run_1/gate_families.png
Scale: 2 px per um.
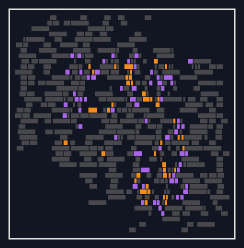
run_1/pdn.png
Scale: 3 px per um. Pins as bars on the die edge.
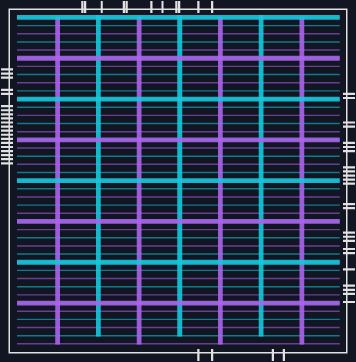
run_1/clock_map.png
Scale: 2 px per um.
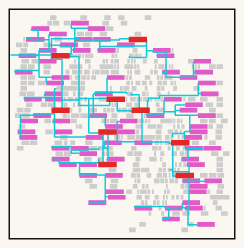
run_1/metal_stack.png
Scale: 4 px per um.
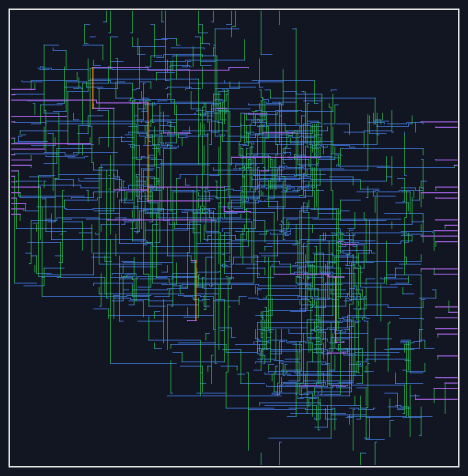
### config.mk
export PLATFORM = sky130hd
export DESIGN_NAME = natalius_prog_loader
export DESIGN_NICKNAME = d
export VERILOG_FILES = /design/src/rtl/natalius_prog_loader.sv
export SDC_FILE = /design/constraint.sdc
export NUM_CORES = 1
export LEC_CHECK = 0
export CAP_MARGIN = 10
export CORE_AREA = 2 2 110 112
export CTS_CLUSTER_DIAMETER = 120
export DETAILED_ROUTE_END_ITERATION = 8
export DIE_AREA = 0 0 112 114
export GPL_TIMING_DRIVEN = 0
export PLACE_DENSITY = 0.57
export SYNTH_ARGS = -nofsm -noshare
export SYNTH_HDL_FRONTEND = slang
export SYNTH_SLANG_ARGS = --single-unit
### constraint.sdc
create_clock -name clk -period 5.7 [get_ports clk]
set_input_delay 1.71 -clock clk [delete_from_list [all_inputs] [get_ports clk]]
set_output_delay 1.71 -clock clk [all_outputs]
set_load 0.02 [all_outputs]
### src/rtl/natalius_prog_loader.sv
// Boot loader: frames a byte stream (SYNC, LEN_H, LEN_L, data, CSUM) into 16-bit SRAM writes and holds the CPU in reset until the image is verified.
// Latency: write strobe one cycle after the low data byte is accepted; done/err one cycle after the CSUM byte.
// Backpressure: rx_ready drops during the write cycle and in DONE/ERR; optional inter-byte timeout under PROG_LOADER_TIMEOUT_EN.
module natalius_prog_loader #(
    parameter logic [10:0] BASE_ADDR      = 11'd0,
    parameter int unsigned MEM_WORDS      = 2048,
    parameter logic [7:0]  SYNC_BYTE      = 8'hA5,
    parameter int unsigned TIMEOUT_CYCLES = 1000000
) (
    input  logic        clk,
    input  logic        rst,
    input  logic [7:0]  rx_data,
    input  logic        rx_valid,
    output logic        rx_ready,
    input  logic        start,
    output logic        csb0,
    output logic        web0,
    output logic [1:0]  wmask0,
    output logic [10:0] addr0,
    output logic [15:0] din0,
    output logic        cpu_rst,
    output logic        done,
    output logic        err,
    output logic [11:0] words_loaded
);

    typedef enum logic [3:0] {
        S_SYNC, S_LEN_H, S_LEN_L, S_DATA_H, S_DATA_L, S_WRITE, S_CSUM, S_DONE, S_ERR
    } state_t;

    state_t      state, state_nxt;
    logic [7:0]  len_h, len_h_nxt;
    logic [7:0]  csum, csum_nxt;
    logic [11:0] n_words, n_words_nxt;
    logic [11:0] words_nxt;
    logic        rx_ready_nxt, csb0_nxt, web0_nxt, cpu_rst_nxt, done_nxt, err_nxt;
    logic [1:0]  wmask0_nxt;
    logic [10:0] addr0_nxt;
    logic [15:0] din0_nxt;
    logic        rx_fire;
    logic        tmo_hit;
    logic [12:0] len_full;

    assign rx_fire  = rx_valid && rx_ready;
    assign len_full = {1'b0, len_h[3:0], rx_data};

`ifdef PROG_LOADER_TIMEOUT_EN
    localparam int TW = (TIMEOUT_CYCLES > 2) ? $clog2(TIMEOUT_CYCLES) : 1;
    logic [TW-1:0] tmo_cnt;
    logic          tmo_counting;

    assign tmo_counting = state inside {S_LEN_H, S_LEN_L, S_DATA_H, S_DATA_L, S_CSUM};
    assign tmo_hit      = tmo_counting && !rx_fire && (tmo_cnt == TW'(TIMEOUT_CYCLES - 1));

    always_ff @(posedge clk or negedge rst) begin
        if (!rst) begin
            tmo_cnt <= '0;
        end else if (rx_fire) begin
            tmo_cnt <= '0;
        end else if (tmo_counting && !tmo_hit) begin
            tmo_cnt <= tmo_cnt + 1'b1;
        end
    end
`else
    assign tmo_hit = 1'b0;
    // Without the timeout the parameter has no effect.
    if (TIMEOUT_CYCLES == 0) begin : g_timeout_unused
    end
`endif

    always_comb begin
        state_nxt    = state;
        len_h_nxt    = len_h;
        csum_nxt     = csum;
        n_words_nxt  = n_words;
        words_nxt    = words_loaded;
        csb0_nxt     = 1'b1;
        web0_nxt     = 1'b1;
        wmask0_nxt   = 2'b00;
        addr0_nxt    = addr0;
        din0_nxt     = din0;
        cpu_rst_nxt  = cpu_rst;
        done_nxt     = done;
        err_nxt      = err;

        case (state)
            S_SYNC: begin
                if (rx_fire && rx_data == SYNC_BYTE) begin
                    state_nxt = S_LEN_H;
                    csum_nxt  = 8'd0;
                    words_nxt = 12'd0;
                end
            end
            S_LEN_H: begin
                if (rx_fire) begin
                    len_h_nxt = rx_data;
                    state_nxt = S_LEN_L;
                end
            end
            S_LEN_L: begin
                if (rx_fire) begin
                    if (len_h[7:4] != 4'd0 || len_full > 13'(MEM_WORDS)) begin
                        state_nxt = S_ERR;
                        err_nxt   = 1'b1;
                    end else begin
                        n_words_nxt = len_full[11:0];
                        state_nxt   = (len_full == 13'd0) ? S_CSUM : S_DATA_H;
                    end
                end
            end
            S_DATA_H: begin
                if (rx_fire) begin
                    din0_nxt[15:8] = rx_data;
                    csum_nxt       = csum + rx_data;
                    state_nxt      = S_DATA_L;
                end
            end
            S_DATA_L: begin
                if (rx_fire) begin
                    din0_nxt[7:0] = rx_data;
                    csum_nxt      = csum + rx_data;
                    csb0_nxt      = 1'b0;
                    web0_nxt      = 1'b0;
                    wmask0_nxt    = 2'b11;
                    addr0_nxt     = BASE_ADDR + words_loaded[10:0];
                    state_nxt     = S_WRITE;
                end
            end
            S_WRITE: begin
                words_nxt = words_loaded + 12'd1;
                state_nxt = (words_nxt == n_words) ? S_CSUM : S_DATA_H;
            end
            S_CSUM: begin
                if (rx_fire) begin
                    if (8'(csum + rx_data) == 8'd0) begin
                        state_nxt   = S_DONE;
                        done_nxt    = 1'b1;
                        cpu_rst_nxt = 1'b0;
                    end else begin
                        state_nxt = S_ERR;
                        err_nxt   = 1'b1;
                    end
                end
            end
            S_DONE, S_ERR: begin
                if (start) begin
                    state_nxt   = S_SYNC;
                    done_nxt    = 1'b0;
                    err_nxt     = 1'b0;
                    cpu_rst_nxt = 1'b1;
                end
            end
            default: state_nxt = S_SYNC;
        endcase

        // A stalled sender aborts the frame wherever it is waiting.
        if (tmo_hit) begin
            state_nxt = S_ERR;
            err_nxt   = 1'b1;
        end

        rx_ready_nxt = state_nxt inside {S_SYNC, S_LEN_H, S_LEN_L, S_DATA_H, S_DATA_L, S_CSUM};
    end

    always_ff @(posedge clk or negedge rst) begin
        if (!rst) begin
            state        <= S_SYNC;
            len_h        <= 8'd0;
            csum         <= 8'd0;
            n_words      <= 12'd0;
            words_loaded <= 12'd0;
            rx_ready     <= 1'b0;
            csb0         <= 1'b1;
            web0         <= 1'b1;
            wmask0       <= 2'b00;
            addr0        <= 11'd0;
            din0         <= 16'd0;
            cpu_rst      <= 1'b1;
            done         <= 1'b0;
            err          <= 1'b0;
        end else begin
            state        <= state_nxt;
            len_h        <= len_h_nxt;
            csum         <= csum_nxt;
            n_words      <= n_words_nxt;
            words_loaded <= words_nxt;
            rx_ready     <= rx_ready_nxt;
            csb0         <= csb0_nxt;
            web0         <= web0_nxt;
            wmask0       <= wmask0_nxt;
            addr0        <= addr0_nxt;
            din0         <= din0_nxt;
            cpu_rst      <= cpu_rst_nxt;
            done         <= done_nxt;
            err          <= err_nxt;
        end
    end

endmodule
==> impl_metrics.tcl, run 1 <==
# place-and-route summary
set metrics [dict create \
    status "completed" \
    cp-end-kind "flip-flop" \
    cts_hold_buf 0 \
    grt_max_degree 49 \
    grt_pass1_wl_um 15810 \
    grt_pass1_vias 3031 \
    critPathMaxStageDelay_ps 550 \
    final_common_cell "dfrtp_1" \
    die_h_um 114 \
    syn_avg_cell_area_um2 10.88 \
    drc 0 \
    critical_path.top_delay_family "AND-OR/OR-AND gates" \
    clk_pin_slew_ps 60 \
    clock_latency_ps 340 \
    yosys_area_um2 3993 \
    drv_slew 0 \
    tool_warnings 26 \
    postCtsSetupRepairBufs 0 \
    num_antenna_cells 0 \
    drt-vias-per-instance 5.258 \
    whs_path_depth 1 \
]
Back to the opening pictures, gate_families.png:
NOR gates: drawn in orange, cells 41. inverting AOI/OAI gates: drawn in purple, cells 62.

Back to the opening pictures, pdn.png:
VDD: drawn in cyan. VSS: drawn in purple.
59 signal pins sit on the boundary. 7 straps on met4.

Back to the opening pictures, clock_map.png:
cells driving clock nets: drawn in red, count 9. flip-flops: drawn in magenta, count 77. clock wires: drawn in cyan, length 1080 um.
Position of the flops: all over the die.

Back to the opening pictures, metal_stack.png:
met1: drawn in blue, wire length 4590 um. met4: drawn in orange, wire length 66.0 um. met2: drawn in green, wire length 4340 um. met3: drawn in purple, wire length 463 um.
via count: 3102
Avg WL per Cell: 16.03 um
gr usage total: 0.1551

[run 1: layout make-up]
cell class	instances	area (um2)
Multi-Input combinational cell	265	1953
Sequential cell	77	1929
Tap cell	147	183.9
Clock inverter	7	73.82
Clock buffer	9	225.2
Fill cell	1133	6623
Inverter	7	26.28
Buffer	18	83.83
Timing Repair Buffer	60	613.1
[run 1: path summary, 6_finish.rpt]
| kind | from | end | slack [ps] |
|---|---|---|---|
| worst max-delay path | rx_data[0] | rx_ready$_DFF_PN0_ | 1390 |
| worst min-delay path | err$_DFFE_PN0P_ | err$_DFFE_PN0P_ | 480 |
| worst max register to register | csum[0]$_DFFE_PN0P_ | rx_ready$_DFF_PN0_ | 3010 |
| worst min register to register | err$_DFFE_PN0P_ | err$_DFFE_PN0P_ | 480 |
| max in group asynchronous | rst | web0$_DFF_PN1_ | 3780 |
| min in group asynchronous | rst | addr0[8]$_DFFE_PN0P_ | 1300 |
[run 1: cell families (layout without fill, tap and decap cells)]
| logic type | Yosys count | count (layout) |
|---|---|---|
| xor gates and xnor gates | 21 | 21 |
| and+or+nand+nor | 113 | 113 |
| adders and majority gates | 9 | 9 |
| AOI/OAI and AO/OA | 75 | 75 |
| buffers and inverters | 25 | 101 |
| muxes | 47 | 47 |
| DFF | 77 | 77 |
[run 1: stage by stage]
step | util | instances | area [um2] | setup WS [ps] | hold WS [ps]
2_1_floorplan | - | 367 | 3993 | 1916 | 468.9
4_1_cts | 0.4339 | 589 | 5081 | 1401 | 483.2
3_3_place_gp | 0.4062 | 572 | 4757 | 120.3 | 461.8
3_5_place_dp | 0.4083 | 573 | 4782 | 1059 | 470.8
6_report | 0.4345 | 590 | 5089 | 1389 | 483.0
5_1_grt | 0.4345 | 590 | 5089 | 1285 | 491.9
[run 1: metal layers]
layer  global-route usage  routed length (um)  vias up
li1                     -                   -     1486
met2               0.2420                4340       81
met4              0.03902                  65        0
met5                    0                   0        -
met3              0.04251                 462        8
met1               0.2157                4588     1527
[run 1: sequential cells by signal (all words and copies together) (netlist names)]
register	flops
web0	1
rx_ready	1
wmask0	1
words_loaded	12
cpu_rst	1
len_h	8
n_words	12
din0	16
state	4
addr0	11
err	1
csum	8
done	1
[run 1: cells in the mapped netlist (all sizes together) (2+ instances only)]
master  count  share of area
dfrtp      75           0.47
mux2       47           0.13
nand2      32          0.031
o21ai      27          0.034
nor2       21          0.020
clkbuf     12          0.012
nand3      12          0.018
xnor2      11          0.024
a21oi      10          0.013
o22ai       9          0.014
xor2        9          0.020
ha          8          0.025
nor3        8          0.011
nor4        8          0.016
inv         7         0.0066
buf         6         0.0094
nand4       6         0.0094
o31ai       6          0.013
and3        4         0.0063
o211ai      4          0.010
or4         4         0.0094
a21o        3         0.0056
nand3b      3         0.0056
nor2b       3         0.0047
o31a        3         0.0066
a211o       2         0.0044
and2        2         0.0031
and4        2         0.0044
dfstp       2          0.013
o21a        2         0.0038
o21bai      2         0.0038
or3         2         0.0031
[run 1: power by group]
part / switching, mW / leakage (nW) / internal (mW)
registers: 0.172 / 0.963 / 0.771
clock network: 0.239 / 0.146 / 0.340
logic: 0.685 / 1.08 / 0.643
total: 1.10 / 2.19 / 1.76
==> run 2: changes to the inputs <==
clock period = 4.5 ns   (was 5.7 ns; I/O delays follow)
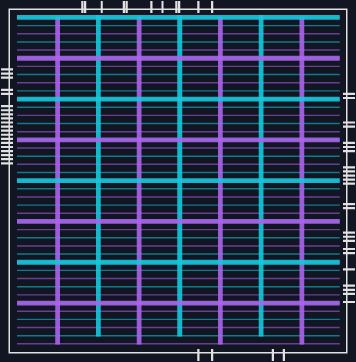
run_2/pdn.png
Scale: 3 px per um. Pins as bars on the die edge.
VDD: drawn in cyan. VSS: drawn in purple.
59 signal pins sit on the boundary. The core has 40 rows. 8 straps on met5. 41 met1 rails follow the rows.

==> run 2 against run 1 <==
Effect of this change: die size is the same; worst setup slack lost 840 ps; routed wire length is the same; register-to-register slack lost 1200 ps; first-iteration DRC count is the same; via count is the same; sequential share of layout area is the same; critical path type unchanged; largest power group unchanged.
==> impl_metrics.tcl, run 2 <==
# place-and-route summary
set metrics [dict create \
    status "completed" \
    worstSetupEndpoint "rx_ready$_DFF_PN0_" \
    fillers 1133 \
    switching_power_mw 1.388 \
    yosys_area_um2 3993 \
    cell_internal_pwr_mw 2.223 \
    grt_max_degree 49 \
    synth.largest_area_cell "dfrtp_1" \
    reg.largest.list "din0 (16), n_words (12), words_loaded (12)" \
    clkPwrFrac 0.203 \
    wl_per_cell_um 16.03 \
    final-seq-area_um2 1929 \
    r2r_end "rx_ready$_DFF_PN0_" \
    cts_hold_buf 0 \
    num_antenna_cells 0 \
    logic_area_um2 1953 \
    regToRegSetupSlack_ps 1810 \
    comb_power_share 0.466 \
    grt-busiest-layer "met2" \
    drc 0 \
    use_met3 0.04251 \
    syn_avg_cell_area_um2 10.88 \
    grt_pass1_wl_um 15810 \
    holdWs_ps 483.0 \
    grt_util_met1 0.2157 \
    largest_reg_flops 16 \
    cp-end-kind "flip-flop" \
    swShare 0.3844 \
    ys_top_cells_by_count "75 x dfrtp_1, 47 x mux2_2, 31 x nand2_1, 27 x o21ai_0, 21 x nor2_1" \
    timing.rr.start "csum[0]$_DFFE_PN0P_" \
]
## run 2: cell counts in the layout (fill, tap and decap cells not counted)
Identical to the previous run, type by type.
## run 2: area by class of cell
cell class	instances	share of cell area
multi-input combinational	265	0.3838
inverter	7	0.005164
tap	147	0.03614
timing repair buffer	60	0.1205
clock buffer	9	0.04426
sequential	77	0.3791
buffer	18	0.01647
clock inverter	7	0.01451
## run 2: metrics by stage
| step | power [mW] | area (um2) | utilization | std cells | setup WS, ps |
|---|---|---|---|---|---|
| 2_1_floorplan | 2.277 | 3993 | - | 367 | 1076 |
| 3_5_place_dp | 2.897 | 4782 | 0.4083 | 573 | 219.0 |
| 3_3_place_gp | 2.846 | 4757 | 0.4062 | 572 | -719.7 |
| 6_report | 3.612 | 5089 | 0.4345 | 590 | 548.6 |
| 4_1_cts | 3.640 | 5081 | 0.4339 | 589 | 561.3 |
| 5_1_grt | 3.854 | 5089 | 0.4345 | 590 | 444.8 |
## run 2: worst min-delay path by stage
stage / start / endpoint / slack, ps / depth (start not counted)
final: err$_DFFE_PN0P_ / err$_DFFE_PN0P_ / 480 / 1
after global routing: done$_DFFE_PN0P_ / done$_DFFE_PN0P_ / 490 / 2
after CTS: done$_DFFE_PN0P_ / done$_DFFE_PN0P_ / 480 / 2
after detailed placement: done$_DFFE_PN0P_ / done$_DFFE_PN0P_ / 470 / 2
after global placement: cpu_rst$_DFFE_PN1P_ / cpu_rst$_DFFE_PN1P_ / 460 / 2
after floorplan: n_words[11]$_DFFE_PN0P_ / n_words[11]$_DFFE_PN0P_ / 470 / 2
## run 2: cells by family (layout without fill, tap and decap cells)
| logic type | after synthesis | in the layout | synth area share |
|---|---|---|---|
| AND/OR/NAND/NOR | 113 | 113 | 0.1542 |
| flip-flops | 77 | 77 | 0.4832 |
| AND-OR/OR-AND | 75 | 75 | 0.1216 |
| multiplexers | 47 | 47 | 0.1326 |
| buffers and inverters | 25 | 101 | 0.02757 |
| XOR/XNOR | 21 | 21 | 0.05077 |
| adder cells (fa/ha/maj) | 9 | 9 | 0.03009 |
## run 2: layer usage
layer	vias to the layer above	part of all wire
li1	1486	-
met1	1527	0.49
met2	81	0.46
met3	8	0.049
met4	0	0.0069
met5	-	0
## run 2: power by group through the flow
stage | clock (mW) | combinational (mW) | sequential (mW)
6_report | 0.734 | 1.68 | 1.19
5_1_grt | 0.776 | 1.84 | 1.24
4_1_cts | 0.747 | 1.69 | 1.20
3_5_place_dp | 0 | 1.68 | 1.21
3_3_place_gp | 0 | 1.65 | 1.20
2_1_floorplan | 0 | 0.910 | 1.37
Power and IR drop assume default switching activity.
